<file path="src/rtl/if_fetch.sv">
// Instruction fetch stage: owns the fetch PC, issues word requests on the instruction bus and
// buffers returned words in a small in-order queue that feeds the if_id register.
module if_fetch #(
  parameter logic [31:0] RESET_PC = 32'h0000_0000,
  parameter int unsigned DEPTH    = 2
) (
  input  logic        clk_i,
  input  logic        rst_i,
  input  logic        stall_i,
  input  logic        jump_flag_i,
  input  logic [31:0] jump_addr_i,
  output logic        ibus_req_o,
  output logic [31:0] ibus_addr_o,
  input  logic        ibus_gnt_i,
  input  logic        ibus_rvalid_i,
  input  logic [31:0] ibus_rdata_i,
  output logic        inst_valid_o,
  output logic [31:0] inst_o,
  output logic [31:0] inst_addr_o
);

  localparam int unsigned PW = (DEPTH > 1) ? $clog2(DEPTH) : 1;
  localparam int unsigned CW = $clog2(DEPTH) + 1;
  localparam logic [31:0] NOP = 32'h0000_0013;
  localparam logic [CW:0] DEPTH_W = DEPTH[CW:0];

  logic [31:0]   fetch_pc_q, head_pc_q;
  logic [31:0]   mem_q [DEPTH];
  logic [PW-1:0] rd_ptr_q, wr_ptr_q;
  logic [CW-1:0] buf_cnt_q, out_cnt_q, disc_cnt_q;

  logic          pop, fire, ret, drop, push;
  logic [CW:0]   credit;
  logic [31:0]   jump_target;
  logic          unused_jump_lsb;

  assign unused_jump_lsb = ^jump_addr_i[1:0];
  assign jump_target     = {jump_addr_i[31:2], 2'b00};

  always_comb begin
    inst_valid_o = !rst_i && (buf_cnt_q != '0);
    inst_o       = inst_valid_o ? mem_q[rd_ptr_q] : NOP;
    inst_addr_o  = rst_i ? RESET_PC : head_pc_q;
    ibus_addr_o  = rst_i ? RESET_PC : fetch_pc_q;
    pop          = inst_valid_o && !stall_i;
    // Credit counts granted-but-unreturned words plus buffered words, so the queue never overflows.
    credit       = {1'b0, out_cnt_q} + {1'b0, buf_cnt_q} - {{CW{1'b0}}, pop};
    ibus_req_o   = !rst_i && (credit < DEPTH_W);
    fire         = ibus_req_o && ibus_gnt_i;
    // Returns with nothing outstanding (e.g. stragglers from before a reset) are ignored.
    ret          = ibus_rvalid_i && !rst_i && (out_cnt_q != '0);
    drop         = ret && (disc_cnt_q != '0);
    push         = ret && !drop && !jump_flag_i;
  end

  always_ff @(posedge clk_i) begin
    if (rst_i) begin
      fetch_pc_q <= RESET_PC;
      head_pc_q  <= RESET_PC;
      rd_ptr_q   <= '0;
      wr_ptr_q   <= '0;
      buf_cnt_q  <= '0;
      out_cnt_q  <= '0;
      disc_cnt_q <= '0;
    end else begin
      out_cnt_q <= out_cnt_q + CW'(fire) - CW'(ret);
      if (jump_flag_i) begin
        // Everything still on the bus, including a grant taken this cycle, becomes stale.
        fetch_pc_q <= jump_target;
        head_pc_q  <= jump_target;
        rd_ptr_q   <= '0;
        wr_ptr_q   <= '0;
        buf_cnt_q  <= '0;
        disc_cnt_q <= out_cnt_q + CW'(fire) - CW'(ret);
      end else begin
        if (fire) fetch_pc_q <= fetch_pc_q + 32'd4;
        if (drop) disc_cnt_q <= disc_cnt_q - 1'b1;
        if (push) wr_ptr_q <= wr_ptr_q + 1'b1;
        if (pop) begin
          rd_ptr_q  <= rd_ptr_q + 1'b1;
          head_pc_q <= head_pc_q + 32'd4;
        end
        buf_cnt_q <= buf_cnt_q + CW'(push) - CW'(pop);
      end
    end
  end

  always_ff @(posedge clk_i) begin
    if (push && !rst_i) mem_q[wr_ptr_q] <= ibus_rdata_i;
  end

endmodule

</file>
<file path="config.mk">
export PLATFORM = sky130hd
export DESIGN_NAME = if_fetch
export DESIGN_NICKNAME = d
export VERILOG_FILES = /design/src/rtl/if_fetch.sv
export SDC_FILE = /design/constraint.sdc
export NUM_CORES = 1
export LEC_CHECK = 0
export CORE_MARGIN = 2
export CORE_UTILIZATION = 30
export CTS_BUF_LIST = sky130_fd_sc_hd__clkbuf_4
export DETAILED_ROUTE_END_ITERATION = 10
export PLACE_DENSITY_LB_ADDON = 0.1
export SLEW_MARGIN = 5
export SYNTH_ARGS = -nofsm -noshare
export SYNTH_HDL_FRONTEND = slang
export SYNTH_SLANG_ARGS = --single-unit
</file>
<file path="constraint.sdc">
create_clock -name clk_i -period 4.4 [get_ports clk_i]
set_input_delay 0.88 -clock clk_i [delete_from_list [all_inputs] [get_ports clk_i]]
set_output_delay 0.88 -clock clk_i [all_outputs]
set_load 0.02 [all_outputs]
</file>
met3.png
(3 px per micron)
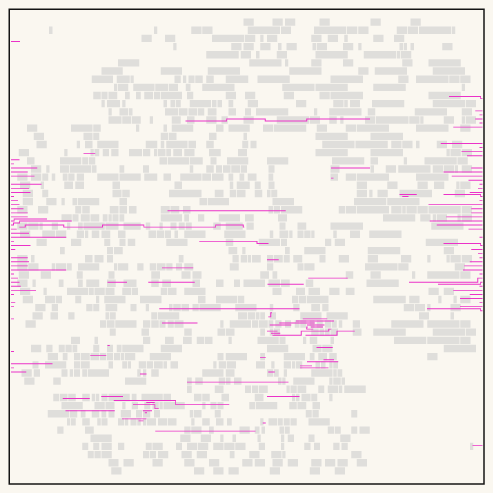
share of all routed wire: 5.5%
wire length on this layer: 1170 microns
main direction: horizontal
nets with wire on the layer: 124
global routing met3 resource utilization: 3.83%
total detailed-routing wirelength: 21.4 mm

final_clocks.png
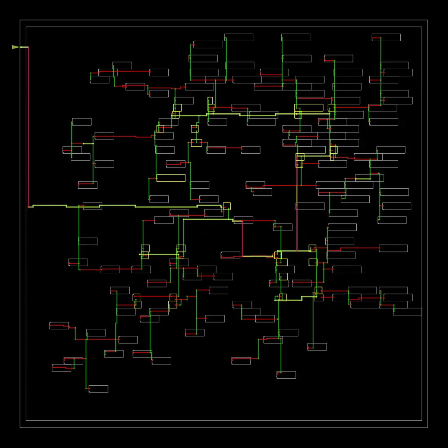
clock net sink count: 133
clock network latency to the later pin of the worst-skew pair: 0.55 ns

clock_map.png
(2 px per micron)
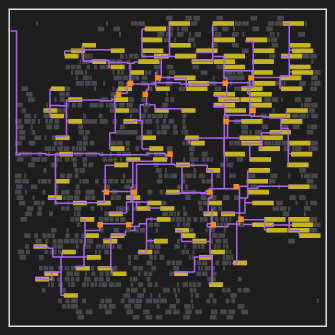
legend:
  flip-flops:
    color: yellow
    count: 133
  cells driving clock nets:
    color: orange
    count: 17
  clock wires:
    color: purple
    length: 1860 microns
flops lie: spread over the die
routed clock nets: 18
relative contribution of the clock network to total power: 30.7%
Clock group: 868 uW
skew final: 0.0193 ns

met1.png
(2 px per micron) Supply wires on this layer in gray.
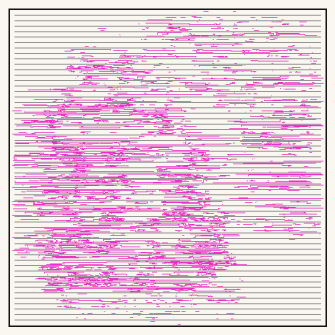
wire length on this layer: 10200 microns
main direction: horizontal
GR Util met1: 23.9%
total via count in the routed design: 6195

density.png
(2 px per micron) The die is cut into 16 by 16 equal tiles; white is low, dark blue is high, 0 to 100% covered.
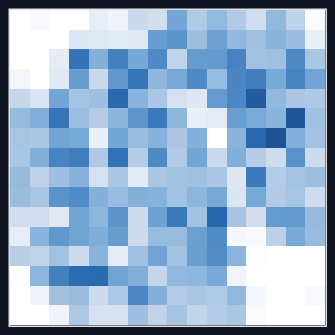
nearly empty tiles: 11%
tiles over 75% full: 3.1%
fullest tile: 86%
emptiest ninth of the die: south-east
mean over tiles: 36%
fraction of the core area covered by cells at the end of the flow: 39.9%
area of the core region: 0.0233 sq mm
starting density of the core: 30.4%

==> reports/qor.rpt <==
=====================================================================================
Outcome ................................................................ complete, no violations
Final estimated routing congestion in global placement .................        0.862
Top cell type by instance count after synthesis ........................      dfxtp_1
Ratio of final minimum period to clock period ..........................        89.2%
Unique cell type count in the Yosys netlist ............................           64
Post-synthesis instance area ........................................... 0.00709 sq mm
Most frequently placed logic cells in the final layout ................. 158 x clkdlybuf4s50_1, 68 x dfxtp_1, 64 x edfxtp_1
Fraction of the mapped netlist area in adder cells .....................        1.87%
Hold Slack .............................................................     0.539 ns
Tally of yosys warning messages ........................................            0
Tightest Pin Transition ................................................      1.02 ns
Post-CTS setup buffer count ............................................            0
Non-Clock Buffer Area Fraction .........................................        18.4%
Biggest area consumer among synthesized cells ..........................     edfxtp_1
Die extent in x ........................................................  158 microns
Clock H-tree levels ....................................................            4
Dominant class by area .................................................  logic gates
PostCTS Resize Cnt .....................................................            0
Post-synthesis share of cell area spent on and, or, nand and nor gates .        24.7%
Row Count ..............................................................           56
Instance count of the mapped netlist ...................................          731
Remaining Overflow, GRT ................................................            0
Detailed route wirelength on metal2 ....................................      9.94 mm
Number of flip-flops under the largest register name ...................           64
Slack of the critical path .............................................     0.475 ns
Kind of end point of the critical path .................................  output port
Comb/total area ........................................................        37.2%
Achievable frequency ...................................................    0.255 GHz
Dominant logic cell type in the layout ................................. clkdlybuf4s50_1
Proportion of cell area spent on the clock network .....................        3.19%
Total power of the final layout ........................................      2.83 mW
Number of buffers added by the clock tree synthesis step ...............           17
Number of sequential cells .............................................          133
Mean area per synthesized cell .........................................   9.70 sq um
Die extent in y ........................................................  158 microns
Detailed-routing iteration count for the pre-antenna-repair pass .......            5
Relative area change from synthesis to final layout ....................        31.3%
Per-cell via count in the routed design ................................         5.11
Maxcap violations ......................................................            0
Post-route DRC violation count .........................................            0
Cell types with the highest counts after synthesis ..................... 69 x dfxtp_1, 64 x edfxtp_1, 62 x nor2_1, 62 x nor2b_1, 37 x clkbuf_1
Gr usage total .........................................................        17.3%
CTS Root Buffer Type ...................................................     clkbuf_4
Share of the synthesized area in the top cell type .....................        27.1%
Top cells by area ...................................................... edfxtp_1 27%, dfxtp_1 19%, nor2b_1 5.5%
Tool warnings ..........................................................           28
Multi-input logic cell count ...........................................          516
Most frequently used flop master after synthesis .......................      dfxtp_1
Inverter count of the layout excluding clock inverters .................           35
Proportion of synthesized area in mux cells ............................        4.94%
Cell area after placement .............................................. 0.00900 sq mm
Top Family by Delay on Critical Path ................................... buffers and inverters
Layout cell share with drive strength beyond 1 .........................        6.85%
Critical path startpoint category ...................................... primary input
Register with the highest flop count ...................................        mem_q
Hold Buf Count CTS .....................................................            0
Synthesized-area fraction occupied by xor and xnor cells ...............        2.95%
Type of the most critical hold path ....................................      reg2reg
Final critical-path required period ....................................      3.92 ns
Number of flops mapped to enable cells by yosys ........................           64
Number of max-slew violations in the final report ......................            0
Antenna Cells ..........................................................            2
Count of final hold-check violations ...................................            0
Worst setup path category ..............................................       in2out
Power density cells ....................................................  304 mW/mm^2
Antenna violations before repair .......................................            1
CTS tree ...............................................................        built
Met1 routed wirelength after detailed routing ..........................      10.2 mm
Max FO, Critical Path ..................................................            2
Flop and latch count out of synthesis ..................................          133
Data required time at the worst endpoint ...............................      3.52 ns
Total area of sequential cells ......................................... 0.00330 sq mm
Slowest stage delay, CP ................................................      0.44 ns
Fraction of the mapped netlist area in compound gates ..................        14.0%
Routed length per placed instance ...................................... 17.7 microns
Number of antenna-violating nets in the routed design ..................            0
Sequential element share of the synthesized area .......................        46.6%
Gr busiest metal .......................................................         met2
Arrival time worst endpoint ............................................      3.04 ns
Area figure in the yosys stat output ................................... 0.00709 sq mm
Largest net degree at the start of global routing ......................           83
Buffers added on ports .................................................          161
Number of global-route vias before repair ..............................         6051
Peak ir drop on the vdd network ........................................     0.137 mV
Worst slew margin relative to its limit ................................        32.0%
Maximum count of clock buffers along a single path .....................            2
Fillcell total .........................................................         2298
Estimated wirelength of the detail-placed design .......................      15.6 mm
Placed Cells incl. Taps ................................................         1178
Top flop regs .......................................................... mem_q: 64 flops, fetch_pc_q: 30 flops, head_pc_q: 30 flops
Chain of cells forming the critical path ............................... clkdlybuf4s50_1 > nor2_1 > ha_1 > nand2b_1 > fa_1 > xnor2_1 > nor3b_1 > dlymetal6s2s_1
Buffer and inverter count on the worst path ............................            2
Final design area excluding fillers .................................... 0.00931 sq mm
Top routing layer used .................................................         met4
Global-route wire length before repair .................................      33.3 mm
Area of the die ........................................................ 0.0249 sq mm
Tap cells ..............................................................          319
=====================================================================================
## path summary, 6_finish.rpt
path	start	endpoint	slack [ns]	cells after the start
worst max-delay path	stall_i	ibus_req_o	0.48	8
worst min-delay path	fetch_pc_q[10]$_SDFFE_PP0P_	fetch_pc_q[10]$_SDFFE_PP0P_	0.54	2
worst max register to register	buf_cnt_q[1]$_SDFF_PP0_	disc_cnt_q[1]$_SDFFE_PP0P_	1.19	14
worst min register to register	fetch_pc_q[10]$_SDFFE_PP0P_	fetch_pc_q[10]$_SDFFE_PP0P_	0.54	2
## power by group
| group | internal, mW | total [mW] | leakage, nW | switching (mW) |
|---|---|---|---|---|
| Combinational | 0.255 | 0.528 | 1.82 | 0.273 |
| Sequential | 1.36 | 1.43 | 1.15 | 0.0719 |
| Clock | 0.353 | 0.868 | 0.159 | 0.515 |
Power figures rest on the tool's default switching activity, not on a simulated workload.
